$ cat src/rtl/pc_ifid.sv
// pc_ifid: fetch front end of the five-stage pipeline.
// Holds the PC, drives the instruction-memory address combinationally from it,
// and latches the fetched word into the IF/ID register. Redirects from EX
// (taken branch) beat the load-use stall, which beats a jump from ID.
// Two saturating counters record honoured stalls and IF/ID flushes.
module pc_ifid #(
    parameter logic [31:0] RESET_PC  = 32'h0000_0000,
    parameter logic [31:0] NOP_INSTR = 32'h0000_0000,
    parameter int          CNT_W     = 16
) (
    input  logic             clk,
    input  logic             reset,
    input  logic             stall,
    input  logic             jump,
    input  logic [31:0]      jump_target,
    input  logic             branch_taken,
    input  logic [31:0]      branch_target,
    output logic [31:0]      imem_addr,
    input  logic [31:0]      imem_rdata,
    output logic [31:0]      ifid_instr,
    output logic [31:0]      ifid_pc4,
    output logic             ifid_valid,
    output logic [CNT_W-1:0] stall_cnt,
    output logic [CNT_W-1:0] flush_cnt
);

    // Counters stick at all-ones instead of wrapping.
    function automatic logic [CNT_W-1:0] sat_inc(input logic [CNT_W-1:0] v);
        return (&v) ? v : v + 1'b1;
    endfunction

    // Redirect targets are always word aligned.
    function automatic logic [31:0] word_align(input logic [31:0] a);
        return a & 32'hFFFF_FFFC;
    endfunction

    logic [31:0]      pc_q, pc_d;
    logic [31:0]      ifid_instr_q, ifid_instr_d;
    logic [31:0]      ifid_pc4_q, ifid_pc4_d;
    logic             ifid_valid_q, ifid_valid_d;
    logic [CNT_W-1:0] stall_cnt_q, stall_cnt_d;
    logic [CNT_W-1:0] flush_cnt_q, flush_cnt_d;
    logic [31:0]      pc_plus4;

    // Sequential PC, modulo 2^32 so 0xFFFF_FFFC wraps to 0.
    assign pc_plus4 = pc_q + 32'd4;

    // Next-state selection: branch > stall > jump > sequential fetch.
    always_comb begin
        pc_d         = pc_q;
        ifid_instr_d = ifid_instr_q;
        ifid_pc4_d   = ifid_pc4_q;
        ifid_valid_d = ifid_valid_q;
        stall_cnt_d  = stall_cnt_q;
        flush_cnt_d  = flush_cnt_q;
        if (branch_taken) begin
            // The stalled ID instruction is wrong-path, so the stall is dropped.
            pc_d         = word_align(branch_target);
            ifid_instr_d = NOP_INSTR;
            ifid_pc4_d   = 32'd0;
            ifid_valid_d = 1'b0;
            flush_cnt_d  = sat_inc(flush_cnt_q);
        end else if (stall) begin
            // Jump stays held in ID and re-asserts once the stall clears.
            stall_cnt_d  = sat_inc(stall_cnt_q);
        end else if (jump) begin
            // No delay slot: the word fetched alongside the jump is squashed.
            pc_d         = word_align(jump_target);
            ifid_instr_d = NOP_INSTR;
            ifid_pc4_d   = 32'd0;
            ifid_valid_d = 1'b0;
            flush_cnt_d  = sat_inc(flush_cnt_q);
        end else begin
            pc_d         = pc_plus4;
            ifid_instr_d = imem_rdata;
            ifid_pc4_d   = pc_plus4;
            ifid_valid_d = 1'b1;
        end
    end

    // ---- IF -> ID stage boundary ----
    // Register update; reset overrides any stall or redirect in the same cycle.
    always_ff @(posedge clk) begin
        if (reset) begin
            pc_q         <= RESET_PC;
            ifid_instr_q <= NOP_INSTR;
            ifid_pc4_q   <= 32'd0;
            ifid_valid_q <= 1'b0;
            stall_cnt_q  <= '0;
            flush_cnt_q  <= '0;
        end else begin
            pc_q         <= pc_d;
            ifid_instr_q <= ifid_instr_d;
            ifid_pc4_q   <= ifid_pc4_d;
            ifid_valid_q <= ifid_valid_d;
            stall_cnt_q  <= stall_cnt_d;
            flush_cnt_q  <= flush_cnt_d;
        end
    end

    assign imem_addr  = pc_q;
    assign ifid_instr = ifid_instr_q;
    assign ifid_pc4   = ifid_pc4_q;
    assign ifid_valid = ifid_valid_q;
    assign stall_cnt  = stall_cnt_q;
    assign flush_cnt  = flush_cnt_q;

endmodule
$ cat config.mk
export PLATFORM = sky130hd
export DESIGN_NAME = pc_ifid
export DESIGN_NICKNAME = d
export VERILOG_FILES = /design/src/rtl/pc_ifid.sv
export SDC_FILE = /design/constraint.sdc
export NUM_CORES = 1
export LEC_CHECK = 0
export ABC_AREA = 1
export CAP_MARGIN = 10
export CORE_ASPECT_RATIO = 1.75
export CORE_UTILIZATION = 25
export DETAILED_ROUTE_END_ITERATION = 10
export PLACE_DENSITY_LB_ADDON = 0.2
export SYNTH_ARGS = -nofsm -noshare
export SYNTH_HDL_FRONTEND = slang
export SYNTH_SLANG_ARGS = --single-unit
$ cat constraint.sdc
create_clock -name clk -period 1.5 [get_ports clk]
set_input_delay 0.225 -clock clk [delete_from_list [all_inputs] [get_ports clk]]
set_output_delay 0.225 -clock clk [all_outputs]
set_load 0.005 [all_outputs]
run_1/sizes.png
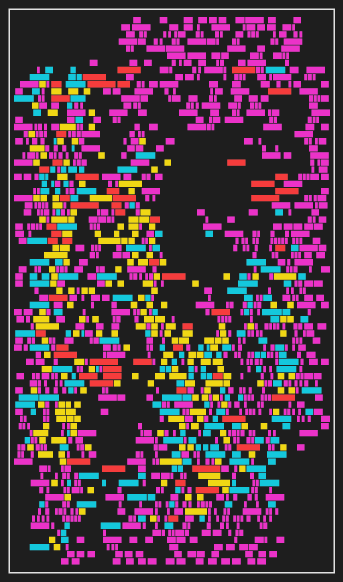
legend:
  _3 and _4 cells:
    color: yellow
    cells: 198
    share: 14%
    most_used: buf_4
  _6 and larger:
    color: red
    cells: 55
    share: 4.0%
    most_used: buf_6
  _0 and _1 cells:
    color: magenta
    cells: 950
    share: 69%
    most_used: nand2_1
  _2 cells:
    color: cyan
    cells: 171
    share: 12%
    most_used: dfxtp_2

run_1/flops_by_reg.png
Other sequential cells in the stronger gray, the rest of the logic in the fainter gray.
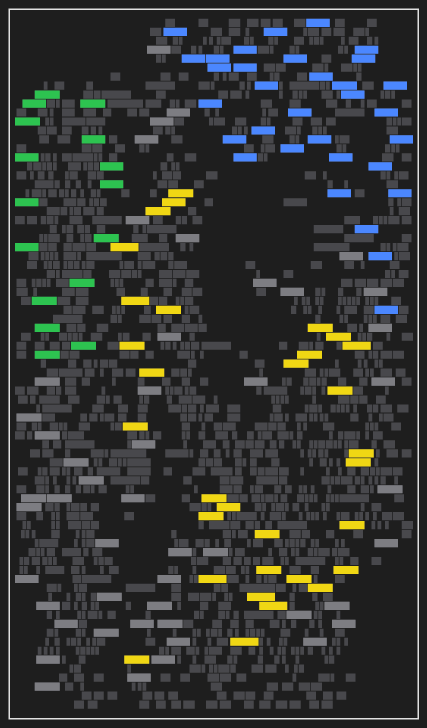
legend:
  `imem_addr`:
    color: yellow
    placed_flops: 31
  `stall_cnt`:
    color: green
    placed_flops: 16
  `ifid_instr`:
    color: blue
    placed_flops: 32

==> run notes, run 1 <==
impl run done, here's what came out: Max-Cap Viols 0, share of cells above drive strength 1 between 30% and 40%, status finished with violations, worst reg2reg path depth 12, fin worst setup slack -0.105 ns, CP Launch Type register, Synth Warn # 0, Seq. pwr 0.00357 W, most frequent cells in the layout nand2_1, buf_4, dlygate4sd2_1, highest routed layer met4, Worst setup startpoint imem_addr[2]$_SDFFE_PP0P_, hpwl dp between 15 and 20 mm, kind of critical path reg -> reg, total track usage 19.9%, vias in the first global route 7584, Synth Instances 992, CP peak stage delay 0.36 ns, detailed-route DRC error count 0, Crit Path Max Fanout 4, Crit Reg-Reg Endpoint imem_addr[24]$_SDFFE_PP0P_, Worst setup endpoint imem_addr[24]$_SDFFE_PP0P_, worst r2r src imem_addr[2]$_SDFFE_PP0P_, Worst-path clk slew ~0.060 ns, count of final setup violators 26, # port buffers 225, initial antenna violation count 0, gr ovfl total 0, Clk pwr share 48.8%, fp_density between 20 and 30%, Worst EP required ~1.9 ns, failing checks setup timing, Post-synth EDFFs 0, number of CTS-inserted buffers 17
run_1/placement_by_type.png
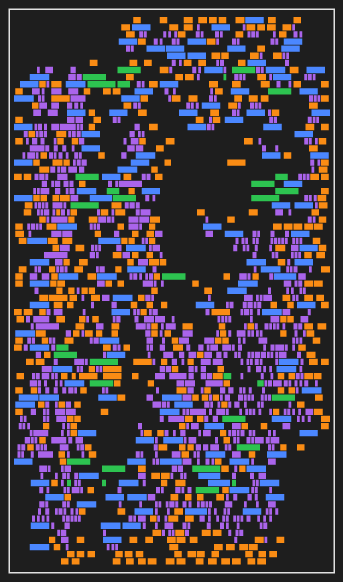
legend:
  combinational and other logic:
    color: purple
    cells: 822
    share_of_their_area: 39%
  clock drivers and dummy loads:
    color: green
    cells: 32
    share_of_their_area: 6.0%
  other buffers and delay cells:
    color: orange
    cells: 393
    share_of_their_area: 32%
  flops:
    color: blue
    cells: 127
    share_of_their_area: 24%

## run 1: synthesized netlist by cell type, types with 8 or more instances
cell type	n
nand2_1	354
dfxtp_1	127
inv_1	104
a21oi_1	103
nor2_1	65
nand3_1	56
o21ai_0	30
clkbuf_1	24
buf_2	13
nand2_2	9
nor3_1	9
a31oi_1	8
nor2_4	8
## run 1: layout make-up
cell class                      count  area (um^2)
Sequential cell                   127         2630
Tap cell                          316          395
Multi-Input combinational cell    710         3900
Clock inverter                     10          181
Clock buffer                       22          484
Inverter                          112          433
Timing Repair Buffer              393         3520
Fill cell                        2630        13800
## run 1: tightest hold or removal path, cell delays in order
cell	delay [ns]
buf_2	0.14
inv_1	0.10
nor2_1	0.09
nor2_1	0.05
## run 1: state kept, by name (all words and copies together), names as in the netlist
signal / flops
imem_addr: 31
flush_cnt: 16
stall_cnt: 16
ifid_pc4: 31
ifid_valid: 1
ifid_instr: 32
## run 1: per-stage QoR
step	cells	setup WS [ns]	util [%]	hold WS [ns]	setup TNS, ns
2_1_floorplan	992	0.00827	-	0.369	0
3_3_place_gp	1623	-0.203	39.5	0.432	-15.30
3_5_place_dp	1623	-0.228	39.5	0.437	-16.66
4_1_cts	1678	-0.163	43.7	0.193	-2.00
5_1_grt	1690	-0.223	45.6	0.255	-5.40
6_report	1690	-0.105	45.6	0.214	-1.50
## run 1: timing repair
action | in CTS | in global routing
endpoints found under the hold margin | 0 | 0
gates resized | 265 | 114
pin swaps | 43 | 63
gates cloned | 0 | 0
hold buffers | 0 | 0
buffers inserted | 23 | 15
endpoints found under the setup margin | 182 | 82
## run 1: cells by family after synthesis
family	count (synthesis)	synth area share [%]
and+or+nand+nor	533	35.3
DFF	127	39.3
buffers and inverters	155	9.66
xor gates and xnor gates	11	1.49
AOI/OAI and AO/OA	163	13.7
adders and majority gates	3	0.581
## Run 2: what changed since run 1
- GPL_TIMING_DRIVEN: not set -> 0
==> run 2 against run 1 <==
Effect of this change: the run still ends with setup timing left; count of clock-buffer cells in the layout down 4; via count decreased by 1.3%; register-to-register slack hardly changed; first-iteration DRC count rose by 23%; synthesized cell count is the same; combinational power shrank about 10%; flip-flop count is the same; global-route usage shrank 0.12 points; clock skew decreased by 0.0022 ns; sequential power barely moved; design area shrank 4.8%; critical path type unchanged; largest cell class unchanged.
==> run notes, run 2 <==
impl run done, here's what came out: status finished with violations, failing checks setup timing, total track usage 19.8%, Max Transition Viols Final 0, Synth Warn # 0, gr ovfl total 0, setup_tns -2.26 ns, fp_density between 20% and 30%, final core utilization 43.4%, CP peak stage delay 0.37 ns, fin worst setup slack -0.111 ns, most frequent cells after synthesis nand2_1, dfxtp_1, inv_1, kind of critical path reg -> reg, area used by multi-input combinational logic 0.00394 mm^2, hpwl dp 19.7 mm, detailed-route DRC error count 0, Worst EP required 1.86 ns, number of CTS-inserted buffers 17, Fill cells about 2700, Hold Slack 0.141 ns, count of final setup violators 43, most frequent cells in the layout nand2_1, dlygate4sd2_1, inv_1, pre-CTS setup slack -0.807 ns, Floorplan Nets around 1100, share of cells above drive strength 1 27.4%, CTS Hold Bufs 0, RSZ-0062 raised after global routing yes, Clk pwr share a little under half, Crit Path Max Fanout 4, # port buffers 224, worst path bufs/invs 1, dpl cells 1532, max FFs per register 32, Die X ~120 um, Root Driver clkbuf_16, initial antenna violation count 1, vias in the first global route roughly 7000, Post-synth EDFFs 0, Slew @ Worst Pin 0.724 ns, CP Launch Type register, Worst-path clk slew 0.06 ns, Clk power about 0.0042 W, Synth Instances 992, count leader, synth nand2_1
==> run 2: cell counts after synthesis <==
Identical to the previous run, type by type.
==> run 2: kinds of logic (layout without fill, tap and decap cells) <==
family	after synthesis	count (layout)	synth area share (%)
AND-OR/OR-AND	163	163	13.7
AND/OR/NAND/NOR	533	533	35.3
other	0	1	0
flip-flops	127	127	39.3
adder cells (fa/ha/maj)	3	3	0.581
XOR/XNOR	11	11	1.49
buffers and inverters	155	475	9.66
==> run 2: path summary, 6_finish.rpt <==
kind / start / endpoint / slack (ns) / cells after the start
worst max-delay path: imem_addr[3]$_SDFFE_PP0P_ / imem_addr[16]$_SDFFE_PP0P_ / -0.11 / 11
worst min-delay path: reset / flush_cnt[15]$_SDFFE_PP0P_ / 0.14 / 2
worst max register to register: imem_addr[3]$_SDFFE_PP0P_ / imem_addr[16]$_SDFFE_PP0P_ / -0.11 / 11
worst min register to register: imem_addr[0]$_SDFFE_PP0N_ / imem_addr[0]$_SDFFE_PP0N_ / 0.43 / 2
==> run 2: what timing repair did <==
item                                    4_1_cts  5_1_grt
resized                                     298      143
setup buffers                                42       20
cloned                                        3        0
endpoints found under the setup margin      237      129
pin swaps                                    25       50
endpoints found under the hold margin         0        0
==> run 2: layout make-up <==
cell class | instances | area share (%)
multi-input cells | 710 | 35.9
flip-flops and latches | 127 | 24.7
repair buffers | 289 | 24.5
clock buffers | 18 | 4.00
inverters | 112 | 3.94
well taps | 316 | 3.60
plain buffers | 42 | 2.08
clock inverters | 14 | 1.29
diodes | 1 | 0.0228
==> run 2: metal layers <==
layer | GRT usage, % | wire (um)
met5 | 0 | 0
met4 | 8.43 | 905
met3 | 4.38 | 1170
met2 | 38.4 | 15200
met1 | 19.1 | 9500
run_2/flops_by_reg.png
Other sequential cells in the stronger gray, the rest of the logic in the fainter gray.
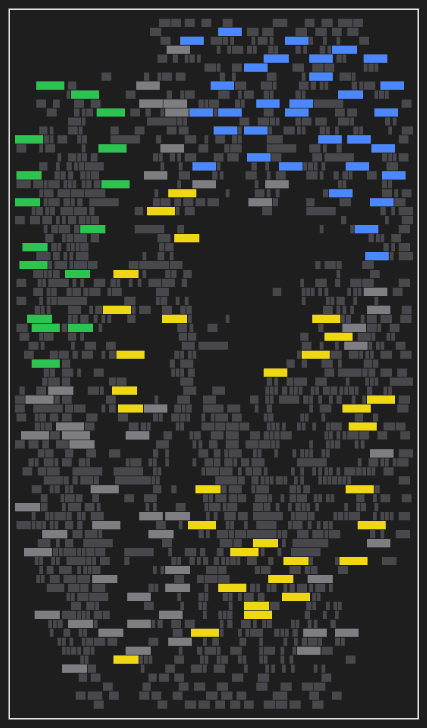
legend:
  `stall_cnt`:
    color: green
    placed_flops: 16
  `ifid_instr`:
    color: blue
    placed_flops: 32
  `imem_addr`:
    color: yellow
    placed_flops: 31
not colored: 48
FF+latch area: 0.00272 mm^2
Seq. pwr: 0.00357 W
flop share of the area: 24.7%

run_2/congestion.png
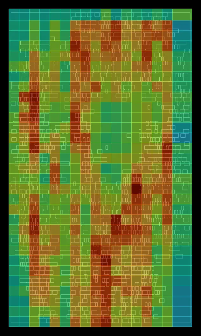
Routed wire per std cell: 16.4 um
GR Util met1: 19.1%

## Run 3: what changed since run 2
- CORE_MARGIN: not set -> 2
- REMOVE_ABC_BUFFERS: not set -> 1
==> run 3 against run 2 <==
Effect of this change: the run still ends with setup timing left; synthesized cell count unchanged; via count shrank 3.2%; clock skew is 0.00069 ns higher; design area fell by 1.3%; worst hold slack improved by 0.063 ns; critical path depth did not move; final cell count fell by 2.9%; highest routed layer unchanged.
==> run notes, run 3 <==
impl run done, here's what came out: status finished with violations, failing checks setup timing, Die X 126 um, max FFs per register 32, RSZ-0062 raised after global routing yes, fin worst setup slack -0.0829 ns, Crit Path Max Fanout 6, hpwl dp ~18 mm, gr ovfl total 0, Worst EP required between 1.5 and 2 ns, wire length on met3 1.70 mm, pre-CTS setup slack -1.43 ns, post-route insts no fill 1582, Worst-path clk slew 0.06 ns, global routing usage on met3 4.76%, count of final setup violators 25, Routed wire per std cell about 16 um, detailed-route DRC error count 0, Post-synth EDFFs 0, CP peak stage delay 0.37 ns, highest routed layer met4, most frequent cells after synthesis nand2_1, dfxtp_1, inv_1, Synth Warn # 0, Max-Cap Viols 0, met2 WL 14.4 mm, DRT met1 WL 9.56 mm, Root Driver clkbuf_16, met2 usage between 30 and 40%, count leader, synth nand2_1, GR peak layer met2, Slew @ Worst Pin 0.794 ns, FF+latch area ~0.0027 mm^2, worst path bufs/invs 0, fp_density 25.5%, CP Launch Type register, vias in the first global route 7215, area used by multi-input combinational logic 0.00388 mm^2, Fill cells about 2700, kind of critical path reg -> reg, GR Util met1 19.4%, most frequent cells in the layout nand2_1, dlygate4sd2_1, inv_1
-- run 3: layout make-up --
type | instances | share of cell area [%]
multi-input cells | 711 | 35.8
clock inverters | 5 | 0.692
clock buffers | 27 | 4.82
repair inverters | 4 | 0.346
well taps | 316 | 3.65
inverters | 112 | 4.19
repair buffers | 280 | 25.6
flip-flops and latches | 127 | 24.9
-- run 3: logic make-up after synthesis --
kind of cell	synth area share, %
compound gates	13.7
fa+ha+maj	0.581
xor+xnor	1.49
flops	39.3
buf+inv	9.66
simple gates	35.3
-- run 3: final timing paths --
path | start | endpoint | depth (start not counted)
worst max-delay path | imem_addr[3]$_SDFFE_PP0P_ | imem_addr[28]$_SDFFE_PP0P_ | 11
worst min register to register | ifid_pc4[1]$_SDFFE_PP0N_ | ifid_pc4[1]$_SDFFE_PP0N_ | 2
worst max register to register | imem_addr[3]$_SDFFE_PP0P_ | imem_addr[28]$_SDFFE_PP0P_ | 11
worst min-delay path | reset | stall_cnt[14]$_SDFFE_PP0P_ | 2
-- run 3: stage by stage --
| stage | power [W] | hold WS, ns | TNS, ns |
|---|---|---|---|
| CTS | 0.00915 | 0.190 | -0.915 |
| global route | 0.00951 | 0.203 | -5.23 |
| global placement | 0.00475 | 0.431 | -651.26 |
| detailed placement | 0.00478 | 0.439 | -94.00 |
| floorplan | 0.00404 | 0.287 | -94.23 |
| finish | 0.00910 | 0.205 | -0.814 |
-- run 3: power by group --
part           switching (W)  leakage [nW]  total (W)  internal (W)
logic               0.000619          3.57    0.00125      0.000628
clock network        0.00155         0.297    0.00425       0.00271
registers           0.000142          1.07    0.00360       0.00346
total                0.00231          4.93    0.00910       0.00679
-- run 3: repair_timing --
action	in CTS	in global routing
gates resized	281	132
pin swaps	24	54
gates cloned	4	2
endpoints found under the setup margin	195	91
hold buffers	0	0
buffers inserted	29	20
run_3/placement_by_type.png
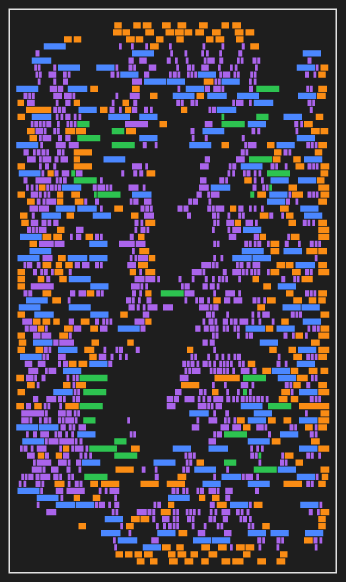
legend:
  flops:
    color: blue
    cells: 127
    share_of_their_area: 26%
  combinational and other logic:
    color: purple
    cells: 827
    share_of_their_area: 42%
  clock drivers and dummy loads:
    color: green
    cells: 32
    share_of_their_area: 5.7%
  other buffers and delay cells:
    color: orange
    cells: 280
    share_of_their_area: 27%
Design Area, Final: 0.0108 mm^2
final core utilization: 42.8%
Core Area: 0.0253 mm^2
flop share of the area: 24.9%

run_3/flops_by_reg.png
Other sequential cells in the stronger gray, the rest of the logic in the fainter gray.
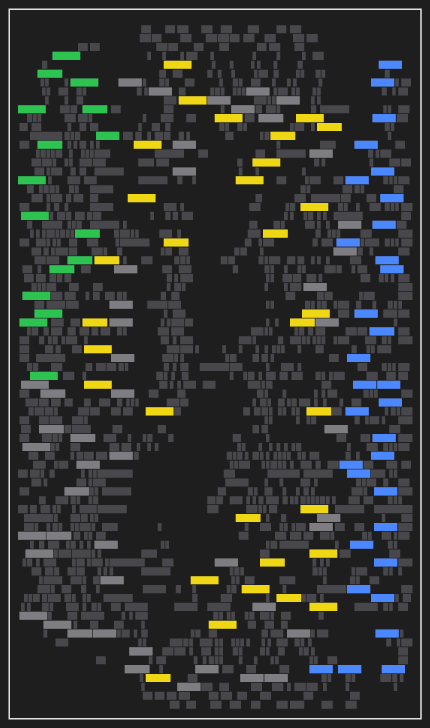
legend:
  `imem_addr`:
    color: yellow
    placed_flops: 31
  `ifid_instr`:
    color: blue
    placed_flops: 32
    where: a column on the right
  `stall_cnt`:
    color: green
    placed_flops: 16
not colored: 48


==> gallery <==
Cell area per tile.
panel A
12 x 21 tiles, from black (low) to pale yellow (high), 0 to 100% covered.
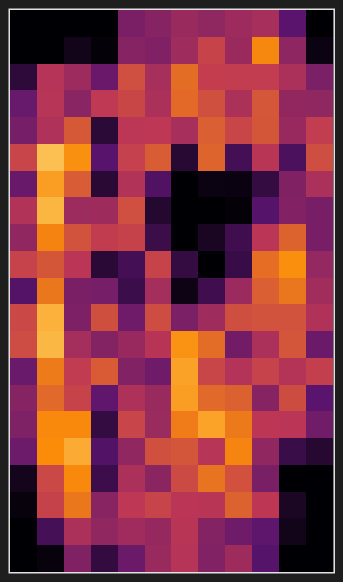
panel B
13 x 22 tiles, from black (low) to pale yellow (high), 0 to 100% covered.
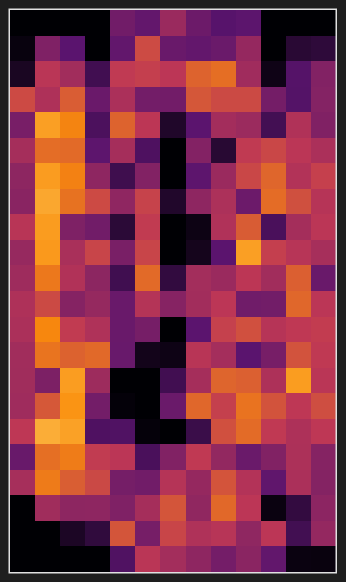
Panel B is run 3.
Panel A is run 2.

Key to panel B:
nearly empty tiles: 9.4%
emptiest ninth of the die: middle
fullest tile: 82%
tiles over 75% full: 3.8%

Power is estimated from default activity; no workload was simulated.
